==> src/rtl/tinyrisc_pkg.sv <==
// Shared TinyRISC definitions: control-word bit positions, bubble encoding, divider states.
// No logic; imported by the EX stage and its iterative divider.
package tinyrisc_pkg;

   localparam int CW_W         = 22;
   localparam int CW_ISRET     = 21;
   localparam int CW_ISWB      = 20;
   localparam int CW_ISIMM     = 19;
   localparam int CW_ISUBRANCH = 18;
   localparam int CW_ISBEQ     = 17;
   localparam int CW_ISBGT     = 16;
   localparam int CW_ISCALL    = 15;
   localparam int CW_ISCMP     = 14;
   localparam int CW_ISADD     = 13;
   localparam int CW_ISSUB     = 12;
   localparam int CW_ISLD      = 11;
   localparam int CW_ISST      = 10;
   localparam int CW_ISOR      = 9;
   localparam int CW_ISNOT     = 8;
   localparam int CW_ISAND     = 7;
   localparam int CW_ISDIV     = 6;
   localparam int CW_ISMOD     = 5;
   localparam int CW_ISMOV     = 4;
   localparam int CW_ISMUL     = 3;
   localparam int CW_ISLSL     = 2;
   localparam int CW_ISLSR     = 1;
   localparam int CW_ISASR     = 0;

   // nop opcode 6'b011010 in the top six bits
   localparam logic [31:0] NOP_INSTR = 32'h6800_0000;

   typedef enum logic [1:0] {DIV_IDLE, DIV_BUSY, DIV_DONE} div_state_t;

endpackage

==> src/rtl/execute_stage_divider.sv <==
// Iterative signed divider: one restoring step per cycle, XLEN steps, then one DONE cycle.
// Divide-by-zero skips straight to DONE (q = all ones, r = dividend); start is ignored unless IDLE.
module iter_divider #(
   parameter int XLEN = 32
) (
   input  logic            clk,
   input  logic            rst_n,
   input  logic            start,
   input  logic [XLEN-1:0] a,
   input  logic [XLEN-1:0] b,
   output logic            busy,
   output logic            done,
   output logic [XLEN-1:0] quotient,
   output logic [XLEN-1:0] remainder
);
   import tinyrisc_pkg::*;

   localparam int CNT_W = $clog2(XLEN);

   div_state_t       state;
   logic [CNT_W-1:0] count;
   logic [XLEN-1:0]  q_reg, r_reg, d_reg;
   logic             neg_q, neg_r;
   logic [XLEN-1:0]  abs_a, abs_b, r_shift;
   logic [XLEN:0]    r_diff;

   always_comb begin
      abs_a   = a[XLEN-1] ? -a : a;
      abs_b   = b[XLEN-1] ? -b : b;
      r_shift = {r_reg[XLEN-2:0], q_reg[XLEN-1]};
      // borrow out of the extra bit means the trial subtraction must be undone
      r_diff  = {r_reg, q_reg[XLEN-1]} - {1'b0, d_reg};
   end

   always_ff @(posedge clk) begin
      if (!rst_n) begin
         state <= DIV_IDLE;
         count <= '0;
         q_reg <= '0;
         r_reg <= '0;
         d_reg <= '0;
         neg_q <= 1'b0;
         neg_r <= 1'b0;
      end else begin
         case (state)
            DIV_IDLE: begin
               if (start) begin
                  if (b == '0) begin
                     q_reg <= '1;
                     r_reg <= a;
                     neg_q <= 1'b0;
                     neg_r <= 1'b0;
                     state <= DIV_DONE;
                  end else begin
                     q_reg <= abs_a;
                     r_reg <= '0;
                     d_reg <= abs_b;
                     neg_q <= a[XLEN-1] ^ b[XLEN-1];
                     neg_r <= a[XLEN-1];
                     count <= CNT_W'(XLEN - 1);
                     state <= DIV_BUSY;
                  end
               end
            end
            DIV_BUSY: begin
               if (!r_diff[XLEN]) begin
                  r_reg <= r_diff[XLEN-1:0];
                  q_reg <= {q_reg[XLEN-2:0], 1'b1};
               end else begin
                  r_reg <= r_shift;
                  q_reg <= {q_reg[XLEN-2:0], 1'b0};
               end
               if (count == '0) state <= DIV_DONE;
               else             count <= count - 1'b1;
            end
            DIV_DONE: state <= DIV_IDLE;
            default:  state <= DIV_IDLE;
         endcase
      end
   end

   assign busy      = (state == DIV_BUSY);
   assign done      = (state == DIV_DONE);
   assign quotient  = neg_q ? -q_reg : q_reg;
   assign remainder = neg_r ? -r_reg : r_reg;

endmodule

==> src/rtl/execute_stage.sv <==
// TinyRISC EX stage: single-cycle ALU/branch resolution into the EX/MA register; div/mod take 34 cycles.
// stall freezes IF/OF while a divide is in flight; EX/MA receives bubbles until the divide completes.
module execute_stage #(
   parameter int          XLEN      = 32,
   parameter logic [31:0] NOP_INSTR = tinyrisc_pkg::NOP_INSTR
) (
   input  logic            clk,
   input  logic            rst_n,
   input  logic [31:0]     instruction_EX,
   input  logic [21:0]     ControlWord,
   input  logic [XLEN-1:0] BranchTarget,
   input  logic [XLEN-1:0] A,
   input  logic [XLEN-1:0] B,
   input  logic [XLEN-1:0] op2,
   input  logic [XLEN-1:0] PC,
   output logic            stall,
   output logic            isBranchTaken,
   output logic [XLEN-1:0] branchPC,
   output logic [31:0]     instruction_MA,
   output logic [21:0]     ControlWord_MA,
   output logic [XLEN-1:0] aluResult_MA,
   output logic [XLEN-1:0] op2_MA,
   output logic [XLEN-1:0] PC_MA
);
   import tinyrisc_pkg::*;

   logic            is_div_op, div_busy, div_done;
   logic [XLEN-1:0] quotient, remainder, alu_result;
   logic            flag_e, flag_gt;

   assign is_div_op = ControlWord[CW_ISDIV] | ControlWord[CW_ISMOD];

   iter_divider #(.XLEN(XLEN)) u_div (
      .clk       (clk),
      .rst_n     (rst_n),
      .start     (is_div_op),
      .a         (A),
      .b         (B),
      .busy      (div_busy),
      .done      (div_done),
      .quotient  (quotient),
      .remainder (remainder)
   );

   // divider IDLE with a div/mod in EX, or BUSY; DONE releases the front end
   assign stall = rst_n & (div_busy | (is_div_op & ~div_done));

   assign isBranchTaken = rst_n & ~stall & (ControlWord[CW_ISUBRANCH]
                        | (ControlWord[CW_ISBEQ] & flag_e)
                        | (ControlWord[CW_ISBGT] & flag_gt));
   assign branchPC = ControlWord[CW_ISRET] ? A : BranchTarget;

   always_comb begin
      alu_result = '0;
      if (ControlWord[CW_ISADD] | ControlWord[CW_ISLD] | ControlWord[CW_ISST]) alu_result = A + B;
      else if (ControlWord[CW_ISSUB]) alu_result = A - B;
      else if (ControlWord[CW_ISMUL]) alu_result = A * B;
      else if (ControlWord[CW_ISAND]) alu_result = A & B;
      else if (ControlWord[CW_ISOR])  alu_result = A | B;
      else if (ControlWord[CW_ISNOT]) alu_result = ~B;
      else if (ControlWord[CW_ISMOV]) alu_result = B;
      else if (ControlWord[CW_ISLSL]) alu_result = A << B[4:0];
      else if (ControlWord[CW_ISLSR]) alu_result = A >> B[4:0];
      else if (ControlWord[CW_ISASR]) alu_result = $signed(A) >>> B[4:0];
      else if (ControlWord[CW_ISDIV]) alu_result = quotient;
      else if (ControlWord[CW_ISMOD]) alu_result = remainder;
      else if (ControlWord[CW_ISCALL]) alu_result = PC + XLEN'(4);
   end

   always_ff @(posedge clk) begin
      if (!rst_n) begin
         flag_e  <= 1'b0;
         flag_gt <= 1'b0;
      end else if (ControlWord[CW_ISCMP] && !stall) begin
         flag_e  <= (A == B);
         flag_gt <= ($signed(A) > $signed(B));
      end
   end

   always_ff @(posedge clk) begin
      if (!rst_n || stall) begin
         instruction_MA <= NOP_INSTR;
         ControlWord_MA <= '0;
         aluResult_MA   <= '0;
         op2_MA         <= '0;
         PC_MA          <= '0;
      end else begin
         instruction_MA <= instruction_EX;
         ControlWord_MA <= ControlWord;
         aluResult_MA   <= alu_result;
         op2_MA         <= op2;
         PC_MA          <= PC;
      end
   end

endmodule

==> config.mk <==
export PLATFORM = sky130hd
export DESIGN_NAME = execute_stage
export DESIGN_NICKNAME = d
export VERILOG_FILES = /design/src/rtl/tinyrisc_pkg.sv /design/src/rtl/execute_stage_divider.sv /design/src/rtl/execute_stage.sv
export SDC_FILE = /design/constraint.sdc
export NUM_CORES = 2
export LEC_CHECK = 0
export ABC_CLOCK_PERIOD_IN_PS = 15400
export CAP_MARGIN = 30
export CORE_UTILIZATION = 30
export DETAILED_ROUTE_END_ITERATION = 8
export PLACE_DENSITY = 0.47
export SLEW_MARGIN = 25
export SYNTH_ARGS = -nofsm -noshare
export SYNTH_HDL_FRONTEND = slang
export SYNTH_SLANG_ARGS = --single-unit
==> constraint.sdc <==
create_clock -name clk -period 15.4 [get_ports clk]
set_input_delay 1.54 -clock clk [delete_from_list [all_inputs] [get_ports clk]]
set_output_delay 1.54 -clock clk [all_outputs]
set_load 0.02 [all_outputs]
==> results_dict.tcl <==
# place-and-route summary
set metrics [dict create \
    slew_headroom_pct 28.8 \
    dr.pass1.iters 8 \
    fmax_mhz 103 \
    viasPerCell 5.71 \
    logic_area_um2 30700 \
    ys_top_logic_family "adder cells" \
    yosys_area_um2 39100 \
    grt_busiest_layer "met2" \
    top_cell "nor2_1" \
    p_seq_share_pct 6.1 \
    warnings 95 \
    cts_max_level 2 \
    cts_setup_buffers 0 \
    intPower_uw 5480 \
    die_x_um 363 \
    ios 400 \
    worstSkewPairLatency_ps 590 \
    synth-main-ff-cell "dfxtp_1" \
    syn2layout_area_growth_pct 17.9 \
    timing.rr.end "aluResult_MA[17]$_SDFF_PN0_" \
    drtIter0Drc 4417 \
    crit_family "adder cells" \
    worst_pin_slew_ps 1070 \
    crit_fanout 15 \
    status "finished, violations left" \
    regToRegStartpoint "u_div.r_reg[7]$_SDFFE_PN0P_" \
    rows 132 \
    critPathMostFrequentCell "fa_1" \
    highest_layer "met5" \
    min_period_ps 9670 \
    top_area_cell "fa_1" \
    layout.area.seq_um2 5140 \
    cts_hold_buf 0 \
    area_leaders "fa_1, dfxtp_1, ha_1" \
    min_from "u_div.d_reg[0]$_SDFFE_PN0P_" \
    slowest_stage "clkdlybuf4s50_1" \
    ys_seq_share_pct 13.1 \
    hpwl_um 151000 \
    instances_no_fill 6806 \
    skew_ps 66.9 \
    rsz0062_at_grt "false" \
    whs_path_depth 2 \
    power_switching_uw 7330 \
    cts-resized-gates 0 \
    dp.cells 6739 \
    syn-cell-area_um2 39100 \
    cts_buffer_depth 3 \
    path_clk_slew_ps 60 \
    antenna_found_initial 14 \
    critPathCapture "aluResult_MA[31]$_SDFF_PN0_" \
    xor_share_pct 6.04 \
    numSynthFlops 257 \
    grt_pass1_vias 38300 \
    ys_async_sr_fraction_pct 0 \
    place.gp.congestion 1.01 \
    peakVddDrop_v 0.000558 \
    die_height_um 363 \
    start_kind "input pin" \
    met1_length_um 81800 \
    hold_viol 0 \
    grtUsageMet2_pct 47.3 \
    crit_buf_inv 7 \
    synth_top_area_share_pct 21.0 \
    adder_share_pct 29.3 \
    ys_sh_simple_pct 17.2 \
    avgSynthCellArea_um2 8.13 \
    drc 2 \
    grt_max_degree 112 \
    min_path_type "register to register" \
    p_per_area_nw_per_um2 278 \
    path_depth 26 \
    synth_cell_types 83 \
    violations "DRC" \
    max_stage_delay_ps 860 \
    cts_tree "yes" \
    grt_pass1_wl_um 286000 \
    crit_type "input pin to register" \
    syn-num-nets 5704 \
    cap_violations 0 \
    dr_wl_met3_um 18600 \
    power_frac_clock_pct 6.5 \
    leakagePower_uw 0.0197 \
    ys_sh_mux_pct 6.74 \
    root_buffer "clkbuf_16" \
    fillers 13600 \
]
-- kinds of logic (layout without fill, tap and decap cells) --
group | after synthesis | in the layout
other | 0 | 6
adder cells (fa/ha/maj) | 670 | 670
AND/OR/NAND/NOR | 1464 | 1464
buffers and inverters | 883 | 1123
multiplexers | 171 | 171
flip-flops | 257 | 257
AND-OR/OR-AND | 1103 | 1103
XOR/XNOR | 270 | 270
-- metrics by stage --
stage	utilization (%)	total power (uW)	worst slack, ps	hold slack (ps)	instance area (um^2)
2_1_floorplan	-	7790	5580	448	39100
3_3_place_gp	34.7	11700	5160	464	44900
4_1_cts	35.6	12600	5920	478	46200
5_1_grt	35.7	13500	5420	514	46200
3_5_place_dp	34.8	11700	5280	469	45000
6_report	35.7	12800	5730	485	46200
-- cells in the final DEF, fill, tap and decap left out, types with 50 or more instances in the layout --
cell / n
mux2i_1: 50
clkdlybuf4s50_1: 383
o31ai_1: 55
inv_1: 501
nand3_1: 56
a211oi_1: 53
ha_1: 259
nor3_1: 63
mux2_2: 52
and2_1: 122
xnor2_1: 193
a21oi_1: 256
mux4_2: 69
a221oi_1: 57
xor2_1: 77
a31oi_1: 52
nand2_1: 428
fa_1: 411
o21ai_0: 208
buf_4: 139
nor2_1: 534
dfxtp_1: 257
-- tightest hold or removal path: stages (launching register included) --
cell and delay, ps:
dfxtp_1 310, nand2_1 50, a21boi_0 70
-- power groups by stage --
stage	Sequential (uW)	Combinational, uW	Clock, uW
after global placement	795	10900	0
final	783	11200	828
after global routing	788	11900	879
after detailed placement	795	10900	0
after CTS	781	10900	852
after floorplan	785	7000	0
-- area by class of cell --
type,instances,area share (%)
repair buffers,537,10.8
diodes,6,0.0325
flip-flops and latches,257,11.1
multi-input cells,3678,66.6
inverters,525,4.27
clock inverters,17,0.509
well taps,1742,4.72
clock buffers,44,1.99
Figure 1. Metal 2.
Scale: 1 px per um.
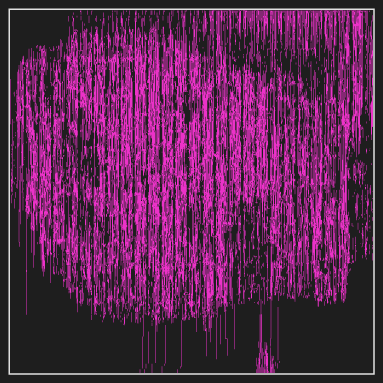
main direction	vertical
wire length on this layer	90.4 mm
share of all routed wire	45%
nets with wire on the layer	4,746

Figure 2. Metal 3.
Scale: 1.5 px per um. Cells faint in the background.
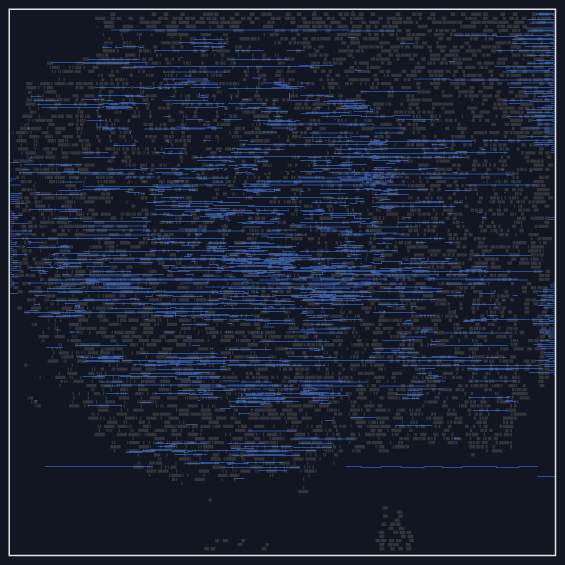
wire length on this layer	18,600 um
longest straight run	166 um

Figure 3. Routing congestion map.
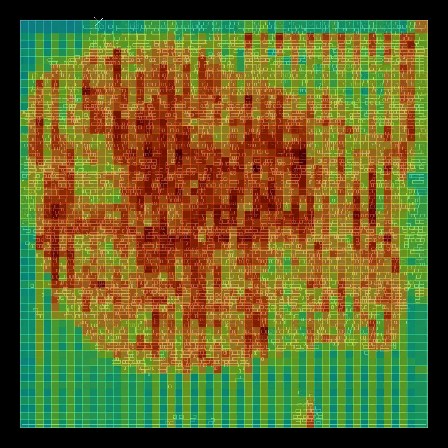
GR Layer Usage met1: 38.4%
GRT Overall Usage: 30.0%
M3 GR Usage: 6.52%
Util after Layout: 35.7%

Figure 4. M1 wires.
Scale: 1 px per um. Supply wires on this layer in grey. Cells faint in the background.
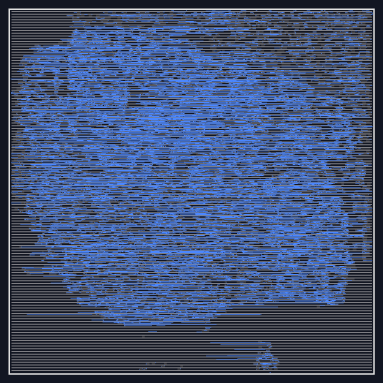
nets with wire on the layer	5,378
wire length on this layer	81.8 mm
main direction	horizontal
detailed-route via count: 38,900
final WL: 202,000 um

Power and IR drop assume default switching activity.
